## src/rtl/register_file_if.sv

```systemverilog
// Bus bundle between the processor pipeline and the register file: two read ports,
// one write port, debug read and status.
interface register_file_if #(
  parameter int ADDR_WIDTH = 6
);
  logic [ADDR_WIDTH-1:0] register_file_read_address_1;
  logic [ADDR_WIDTH-1:0] register_file_read_address_2;
  logic [31:0]           register_file_read_value_1;
  logic [31:0]           register_file_read_value_2;
  logic [ADDR_WIDTH-1:0] register_file_write_address;
  logic [31:0]           register_file_write_value;
  // No ready exists: a write is taken at the edge where write_enable is high,
  // unless busy is high, and then it is dropped.
  logic                  register_file_write_enable;
  logic [ADDR_WIDTH-1:0] debug_address;
  logic [31:0]           debug_value;
  logic [15:0]           write_count;
  logic                  busy;
  logic                  debug_state;

  modport master (
    output register_file_read_address_1, register_file_read_address_2,
    output register_file_write_address, register_file_write_value,
    output register_file_write_enable, debug_address,
    input  register_file_read_value_1, register_file_read_value_2,
    input  debug_value, write_count, busy, debug_state
  );

  modport slave (
    input  register_file_read_address_1, register_file_read_address_2,
    input  register_file_write_address, register_file_write_value,
    input  register_file_write_enable, debug_address,
    output register_file_read_value_1, register_file_read_value_2,
    output debug_value, write_count, busy, debug_state
  );
endinterface

```

## src/rtl/register_file.sv

```systemverilog
// Two-read/one-write register file with write bypass, r0 hardwired to zero,
// a reset-time clear sequencer, a registered debug port and a saturating write counter.
module register_file #(
  parameter int DEPTH      = 64,
  parameter int ADDR_WIDTH = 6
) (
  input logic            clock,
  input logic            reset,
  register_file_if.slave bus
);

  typedef enum logic {CLEAR = 1'b0, READY = 1'b1} state_t;

  state_t                state;
  state_t                next_state;
  logic [ADDR_WIDTH-1:0] clear_index;
  logic [31:0]           entries [DEPTH];
  logic [15:0]           write_count_q;
  logic [31:0]           debug_value_q;
  logic                  write_commit;

  assign write_commit = (state == READY) && bus.register_file_write_enable &&
                        (bus.register_file_write_address != '0);

  always_ff @(posedge clock) begin
    if (reset) state <= CLEAR;
    else       state <= next_state;
  end

  always_comb begin
    next_state = state;
    if (state == CLEAR && clear_index == ADDR_WIDTH'(DEPTH - 1)) next_state = READY;
  end

  always_ff @(posedge clock) begin
    if (reset)                clear_index <= '0;
    else if (state == CLEAR)  clear_index <= clear_index + ADDR_WIDTH'(1);
  end

  // Storage has no reset of its own; the clear sequence zeroes it before any read.
  always_ff @(posedge clock) begin
    if (!reset) begin
      if (state == CLEAR)    entries[clear_index] <= '0;
      else if (write_commit) entries[bus.register_file_write_address] <= bus.register_file_write_value;
    end
  end

  always_ff @(posedge clock) begin
    if (reset) begin
      write_count_q <= '0;
    end else if (write_commit && write_count_q != 16'hFFFF) begin
      write_count_q <= write_count_q + 16'd1;
    end
  end

  // Debug sees stored contents only, so a same-cycle write is not visible here.
  always_ff @(posedge clock) begin
    if (reset || state == CLEAR || bus.debug_address == '0) debug_value_q <= '0;
    else                                                     debug_value_q <= entries[bus.debug_address];
  end

  always_comb begin
    bus.busy        = (state == CLEAR);
    bus.debug_state = (state == READY);
    bus.debug_value = debug_value_q;
    bus.write_count = write_count_q;

    bus.register_file_read_value_1 = '0;
    if (state == READY && bus.register_file_read_address_1 != '0) begin
      if (bus.register_file_write_enable &&
          bus.register_file_write_address == bus.register_file_read_address_1)
        bus.register_file_read_value_1 = bus.register_file_write_value;
      else
        bus.register_file_read_value_1 = entries[bus.register_file_read_address_1];
    end

    bus.register_file_read_value_2 = '0;
    if (state == READY && bus.register_file_read_address_2 != '0) begin
      if (bus.register_file_write_enable &&
          bus.register_file_write_address == bus.register_file_read_address_2)
        bus.register_file_read_value_2 = bus.register_file_write_value;
      else
        bus.register_file_read_value_2 = entries[bus.register_file_read_address_2];
    end
  end

endmodule

```

## src/flat_wrapper.sv

```systemverilog
// flat-port wrapper written by rule: the top's interface ports become plain ports
module register_file_flat 
#(
  parameter int DEPTH      = 64,
  parameter int ADDR_WIDTH = 6
)
  (clock, reset, bus_register_file_read_address_1, bus_register_file_read_address_2, bus_register_file_write_address, bus_register_file_write_value, bus_register_file_write_enable, bus_debug_address, bus_register_file_read_value_1, bus_register_file_read_value_2, bus_debug_value, bus_write_count, bus_busy, bus_debug_state);
  register_file_if #(.ADDR_WIDTH(ADDR_WIDTH)) bus_i ();
  input logic clock;
  input logic reset;
  input wire logic [$bits(bus_i.register_file_read_address_1)-1:0] bus_register_file_read_address_1;
  input wire logic [$bits(bus_i.register_file_read_address_2)-1:0] bus_register_file_read_address_2;
  input wire logic [$bits(bus_i.register_file_write_address)-1:0] bus_register_file_write_address;
  input wire logic [$bits(bus_i.register_file_write_value)-1:0] bus_register_file_write_value;
  input wire logic [$bits(bus_i.register_file_write_enable)-1:0] bus_register_file_write_enable;
  input wire logic [$bits(bus_i.debug_address)-1:0] bus_debug_address;
  output wire logic [$bits(bus_i.register_file_read_value_1)-1:0] bus_register_file_read_value_1;
  output wire logic [$bits(bus_i.register_file_read_value_2)-1:0] bus_register_file_read_value_2;
  output wire logic [$bits(bus_i.debug_value)-1:0] bus_debug_value;
  output wire logic [$bits(bus_i.write_count)-1:0] bus_write_count;
  output wire logic [$bits(bus_i.busy)-1:0] bus_busy;
  output wire logic [$bits(bus_i.debug_state)-1:0] bus_debug_state;
  assign bus_i.register_file_read_address_1 = bus_register_file_read_address_1;
  assign bus_i.register_file_read_address_2 = bus_register_file_read_address_2;
  assign bus_i.register_file_write_address = bus_register_file_write_address;
  assign bus_i.register_file_write_value = bus_register_file_write_value;
  assign bus_i.register_file_write_enable = bus_register_file_write_enable;
  assign bus_i.debug_address = bus_debug_address;
  assign bus_register_file_read_value_1 = bus_i.register_file_read_value_1;
  assign bus_register_file_read_value_2 = bus_i.register_file_read_value_2;
  assign bus_debug_value = bus_i.debug_value;
  assign bus_write_count = bus_i.write_count;
  assign bus_busy = bus_i.busy;
  assign bus_debug_state = bus_i.debug_state;
  register_file #(.DEPTH(DEPTH), .ADDR_WIDTH(ADDR_WIDTH)) u_core (.clock(clock), .reset(reset), .bus(bus_i));
endmodule
```

## config.mk

```make
export PLATFORM = sky130hd
export DESIGN_NAME = register_file_flat
export DESIGN_NICKNAME = d
export VERILOG_FILES = /design/src/rtl/register_file_if.sv /design/src/rtl/register_file.sv /design/src/flat_wrapper.sv
export SDC_FILE = /design/constraint.sdc
export NUM_CORES = 2
export LEC_CHECK = 0
export ABC_CLOCK_PERIOD_IN_PS = 3900
export CORE_UTILIZATION = 33
export CTS_CLUSTER_SIZE = 10
export DETAILED_ROUTE_END_ITERATION = 8
export PLACE_DENSITY = 0.46
export SLEW_MARGIN = 40
export SYNTH_ARGS = -nofsm -noshare
export SYNTH_HDL_FRONTEND = slang
export SYNTH_SLANG_ARGS = --single-unit
```

## constraint.sdc

```tcl
create_clock -name clock -period 3.9 [get_ports clock]
set_input_delay 0.39 -clock clock [delete_from_list [all_inputs] [get_ports clock]]
set_output_delay 0.39 -clock clock [all_outputs]
set_load 0.02 [all_outputs]
```

Routing congestion map:
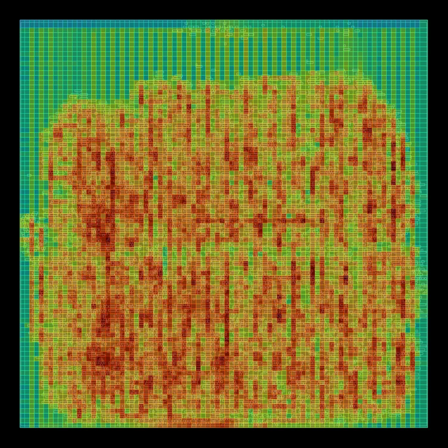
GRT Max-Usage Layer: met2
M3 GR Usage: 0.0442
Core Util, Final: 0.398
drt wl/cell: 41.7 um
met2 usage: 0.442

Signal wires by layer:
Two of the layers only.
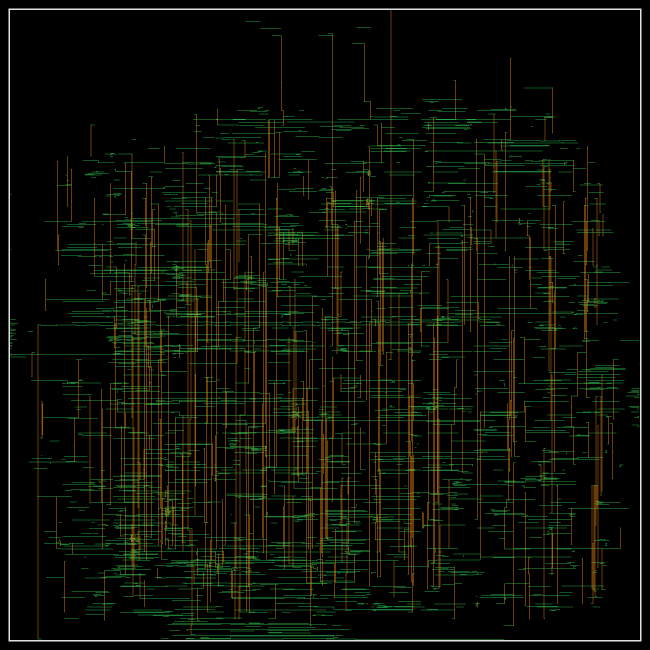
| color | layer | wire length |
|---|---|---|
| orange | M4 | 31.1 mm |
| green | M3 | 38.3 mm |

Cells colored by class:
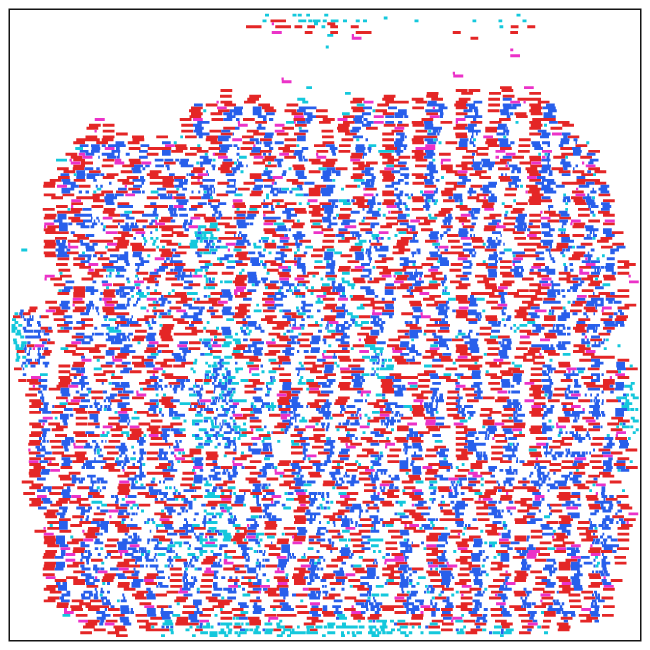
| color | class | cells | share of their area |
|---|---|---|---|
| cyan | remaining buffers and delay cells | 981 | 8.4% |
| magenta | clock drivers and dummy loads | 438 | 6.0% |
| red | sequential cells | 2,103 | 48% |
| blue | remaining logic cells | 3,898 | 38% |
Core Area: 344,000 um^2
FP Rows: 215
Seq/total area: 0.457
Final Cell Area: 137,000 um^2

Pin map:
Pins as bars across the die edge, other pins in gray.
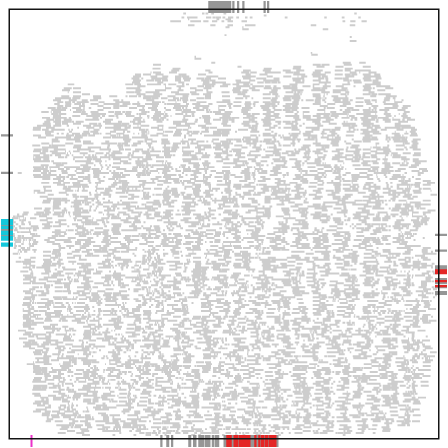
| color | port | pins | direction | edge |
|---|---|---|---|---|
| magenta | `clock` | 1 | input | bottom |
| red | `bus_register_file_read_value_2` | 32 | output | 27 bottom, 5 right |
| cyan | `bus_write_count` | 16 | output | left |
all pins by edge: 100 bottom, 31 top, 23 left, 19 right

==> results.py <==
# Physical implementation metrics
metrics = {
    "worst_setup_path": {
        "cp-end-kind": "output port",
        "startpoint_type": "input port",
        "crit_type": "input port to output port",
        "r2r_slack_ns": 0.52,
        "timing.rr.end": "u_core.bus.debug_value[7]$_SDFF_PP0_",
        "r2r-start": "u_core.bus.debug_state$_SDFFE_PP0P_",
        "path_depth": 12,
        "required_ns": 3.51,
    },
    "power_and_ir_drop": {
        "pg_clk_mw": 23.2,
        "p_clk_frac": 0.440,
        "power.group.top": "sequential cells",
        "p_total_mw": 52.8,
    },
    "cells_and_area": {
        "clock_cell_area_share": 0.0574,
        "sh_comb_area": 0.363,
        "largest-register": "u_core.entries",
        "drive_gt1_frac": 0.415,
        "largest_class": "sequential cells",
        "comb_cells": 3890,
        "fillers": 30900,
        "register_area_um2": 62600,
        "clkbuf_count": 376,
    },
    "final_timing": {
        "tightest_slew_ns": 0.902,
        "drv_slew": 0,
        "setup_viol": 3,
        "period_used_share": 1.03,
        "slew_headroom": 0.397,
        "setup_ws_ns": -0.112,
        "fin_crit_ns": 4.01,
    },
    "drt": {
        "wl_met1_mm": 200,
        "dr_wl_met2_mm": 230,
        "vias": 77500,
        "top_layer_used": "met5",
    },
    "clock_tree": {
        "numCtsBuffers": 268,
        "clk_latency_ns": 0.91,
        "htreeDepth": 5,
        "cts_hold_buf": 1,
        "cts_sinks": 2103,
        "cts_tree": "yes",
        "max-clock-path-buffers": 4,
    },
    "logic_synthesis": {
        "adder_share": 0.000219,
        "synthTopCellsByCount": "edfxtp_1, mux4_2, mux2_2",
        "fp_nets": 6679,
        "ys_ff": 2103,
        "ff_type": "edfxtp_1",
        "top_cells_by_area": "edfxtp_1, mux4_2, mux2_2",
        "synth-async-reset-ratio": 0,
        "logic_family": "multiplexers",
        "ys_sh_simple": 0.0251,
        "synthDistinctLibCells": 70,
        "top_cell": "edfxtp_1",
        "syn_area_um2": 114000,
    },
    "global_route": {
        "gr-total-overflow": 0,
        "grt_pass1_vias": 77900,
        "grt_max_degree": 65,
    },
    "outcome": {
        "status": "finished with violations",
        "failed_checks": "setup timing",
    },
    "worst_hold_path": {
        "holdPathStages": 5,
    },
    "place": {
        "post_dp_cell_area_um2": 129000,
        "hpwl_mm": 336,
    },
    "floorplan": {
        "fp_util": 0.333,
    },
}
